--- config.mk ---
export PLATFORM = sky130hd
export DESIGN_NAME = obq_resolve_ctrl
export DESIGN_NICKNAME = d
export VERILOG_FILES = /design/src/rtl/obq_resolve_ctrl.sv
export SDC_FILE = /design/constraint.sdc
export NUM_CORES = 1
export LEC_CHECK = 0
export CAP_MARGIN = 5
export CORE_AREA = 2 2 146 148
export CTS_CLUSTER_DIAMETER = 50
export DETAILED_ROUTE_END_ITERATION = 8
export DIE_AREA = 0 0 148 150
export PLACE_DENSITY = 0.71
export REMOVE_ABC_BUFFERS = 1
export SYNTH_ARGS = -nofsm -noshare
export SYNTH_HDL_FRONTEND = slang
export SYNTH_SLANG_ARGS = --single-unit
--- constraint.sdc ---
create_clock -name clock -period 15.3 [get_ports clock]
set_input_delay 4.59 -clock clock [delete_from_list [all_inputs] [get_ports clock]]
set_output_delay 4.59 -clock clock [all_outputs]
set_load 0.005 [all_outputs]
--- src/rtl/obq_resolve_ctrl.sv ---
// rtl/obq_resolve_ctrl.sv - branch tracker turning resolves into OBQ clears and retires into OBQ shifts
module obq_resolve_ctrl #(
  parameter int OBQ_SIZE = 16,
  parameter int TAG_W    = $clog2(OBQ_SIZE)
) (
  input  logic             clock,
  input  logic             reset,
  input  logic             alloc_en,
  input  logic [TAG_W-1:0] alloc_tag,
  input  logic             resolve_en,
  input  logic [TAG_W-1:0] resolve_tag,
  input  logic             resolve_mispred,
  input  logic             retire_en,
  output logic             clear_en,
  output logic [TAG_W:0]   index,
  output logic             shift_en,
  output logic [TAG_W:0]   shift_index,
  output logic             retire_ready,
  output logic [TAG_W:0]   count_out,
  output logic             err_out
);

  // Tracker storage: one {tag, resolved} pair per slot, valid from head for count entries.
  logic [TAG_W-1:0] tag_q [OBQ_SIZE];
  logic [OBQ_SIZE-1:0] res_q;
  logic [TAG_W-1:0] head_q;
  logic [TAG_W-1:0] tail_q;
  logic [TAG_W:0]   count_q;

  logic             clear_q;
  logic [TAG_W:0]   index_q;
  logic             shift_q;
  logic [TAG_W:0]   shift_index_q;
  logic             err_q;

  logic             hit;
  logic [TAG_W-1:0] hit_off;
  logic [TAG_W-1:0] hit_pos;
  logic             resolve_hit;
  logic             mispred;
  logic             retire_ok;
  logic             alloc_room;
  logic             alloc_ok;
  logic             err_next;
  logic [TAG_W:0]   count_next;

  // Oldest-first search of the valid window for the resolving tag.
  always_comb begin
    hit     = 1'b0;
    hit_off = '0;
    for (int i = 0; i < OBQ_SIZE; i++) begin
      if (!hit && ((TAG_W+1)'(i) < count_q) &&
          (tag_q[head_q + TAG_W'(i)] == resolve_tag)) begin
        hit     = 1'b1;
        hit_off = TAG_W'(i);
      end
    end
  end

  assign hit_pos      = head_q + hit_off;
  assign retire_ready = (count_q != '0) && res_q[head_q];
  assign count_out    = count_q;

  // Event qualification; a mispredict redirects fetch so a same-cycle alloc is silently dropped.
  always_comb begin
    resolve_hit = resolve_en && hit;
    mispred     = resolve_hit && resolve_mispred;
    retire_ok   = retire_en && retire_ready;
    alloc_room  = (count_q < (TAG_W+1)'(OBQ_SIZE)) || retire_ok;
    alloc_ok    = alloc_en && !mispred && alloc_room;
    err_next    = (alloc_en && !mispred && !alloc_room) ||
                  (resolve_en && !hit) ||
                  (retire_en && !retire_ready);
    if (mispred) begin
      count_next = {1'b0, hit_off} + (TAG_W+1)'(1) - (TAG_W+1)'(retire_ok);
    end else begin
      count_next = count_q + (TAG_W+1)'(alloc_ok) - (TAG_W+1)'(retire_ok);
    end
  end

  // Tracker state update; alloc writes after the resolve mark so a recycled slot starts unresolved.
  always_ff @(posedge clock or negedge reset) begin
    if (!reset) begin
      for (int i = 0; i < OBQ_SIZE; i++) begin
        tag_q[i] <= '0;
      end
      res_q   <= '0;
      head_q  <= '0;
      tail_q  <= '0;
      count_q <= '0;
    end else begin
      if (resolve_hit) begin
        res_q[hit_pos] <= 1'b1;
      end
      if (alloc_ok) begin
        tag_q[tail_q] <= alloc_tag;
        res_q[tail_q] <= 1'b0;
        tail_q        <= tail_q + TAG_W'(1);
      end
      if (mispred) begin
        tail_q <= hit_pos + TAG_W'(1);
      end
      if (retire_ok) begin
        head_q <= head_q + TAG_W'(1);
      end
      count_q <= count_next;
    end
  end

  // Registered single-cycle OBQ command and error pulses; indices hold between pulses.
  always_ff @(posedge clock or negedge reset) begin
    if (!reset) begin
      clear_q       <= 1'b0;
      index_q       <= '0;
      shift_q       <= 1'b0;
      shift_index_q <= '0;
      err_q         <= 1'b0;
    end else begin
      clear_q <= mispred;
      shift_q <= retire_ok;
      err_q   <= err_next;
      if (mispred) begin
        index_q <= {1'b0, resolve_tag + TAG_W'(1)};
      end
      if (retire_ok) begin
        shift_index_q <= {1'b0, tag_q[head_q] + TAG_W'(1)};
      end
    end
  end

  assign clear_en    = clear_q;
  assign index       = index_q;
  assign shift_en    = shift_q;
  assign shift_index = shift_index_q;
  assign err_out     = err_q;

endmodule

==> flow_metrics.env <==
# implementation run metrics
export IMPL_cts_root_buf="clkbuf_16"
export IMPL_status="finished clean"
export IMPL_synthAdderAreaFrac_pct=4.19
export IMPL_xor_area_share_pct=8.73
export IMPL_grt_busiest_layer="met2"
export IMPL_biggestCellCategory="multi-input combinational cells"
export IMPL_warnings=38
export IMPL_r2r_slack_ps=7980
export IMPL_cp_required_ps=15570
export IMPL_die_area_um2=22200
export IMPL_cts_tree="yes"
export IMPL_path_class="in -> reg"
export IMPL_crit_arrival_ps=9410
export IMPL_edf_count=0
export IMPL_timing_final_crit_share_pct=59.8
export IMPL_flop_cell="dfrtp_1"
export IMPL_synthCells=854
export IMPL_cts_buffers=9
export IMPL_ff_latch_area_um2=2610
export IMPL_yosys_top_cells_area="dfrtp_1 25%, mux4_2 25%, mux2i_1 6.8%"
export IMPL_synthDistinctLibCells=74
export IMPL_finalCriticalPeriod_ps=9140
export IMPL_clock_skew_ps=11.9
export IMPL_combGateArea_um2=7080
export IMPL_cp_start_kind="input port"
export IMPL_n_fill_cell=1793
export IMPL_avgRoutedWirePerCell_um=25.3
export IMPL_layout_top_cell="mux4_2"
export IMPL_grt_pass1_vias=7318
export IMPL_grt_util_met1_pct=38.1
export IMPL_yosysChipArea_um2=10200
export IMPL_met3_usage_pct=3.87
export IMPL_cts_buffer_depth=2
export IMPL_synthTopCellsByCount="114 x mux4_2, 104 x dfrtp_1, 69 x mux2i_1"
export IMPL_logic_family="multiplexers"
export IMPL_yosys_warnings=0
export IMPL_overflow=0
export IMPL_path_clk_slew_ps=80
export IMPL_synthAoiAreaFrac_pct=11.9
export IMPL_use_met2_pct=41.0
export IMPL_wl_met2_mm=13.2
export IMPL_hold_violations=0
export IMPL_crit_fanout=25
==> path summary, 6_finish.rpt <==
kind	start	endpoint	cells past startpoint
worst max-delay path	resolve_tag[1]	tail_q[3]	15
worst min-delay path	index[3]	index[3]	2
worst max register to register	head_q[0]	tail_q[3]	19
worst min register to register	index[3]	index[3]	2
max in group asynchronous	reset	head_q[0]	2
min in group asynchronous	reset	count_out[2]	1
==> worst min-delay path, cell delays in order, from the launching register on <==
cell and delay [ps]:
dfrtp_1 350, nand2_1 50, o21ai_1 60
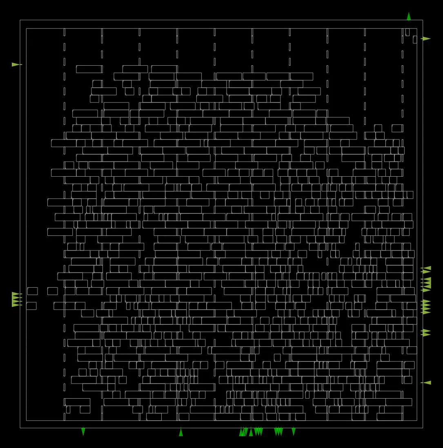
(placement view)
sequential cell area share: 24.2%
Core Region: 20700 um^2
Cell Rows: 53
Layout Cells excl Fill: 1120
final core occ: 52.1%

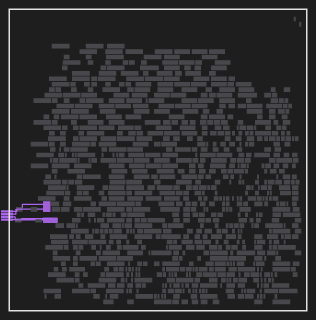
(nets reached from selected ports)
Scale: 2 px per um.
Key: purple = alloc_tag [bits 4, direction input, edge left, end cells 4, buffers 4, wire 63.9 um]
buffers added on ports: 30
Top Ports: 33

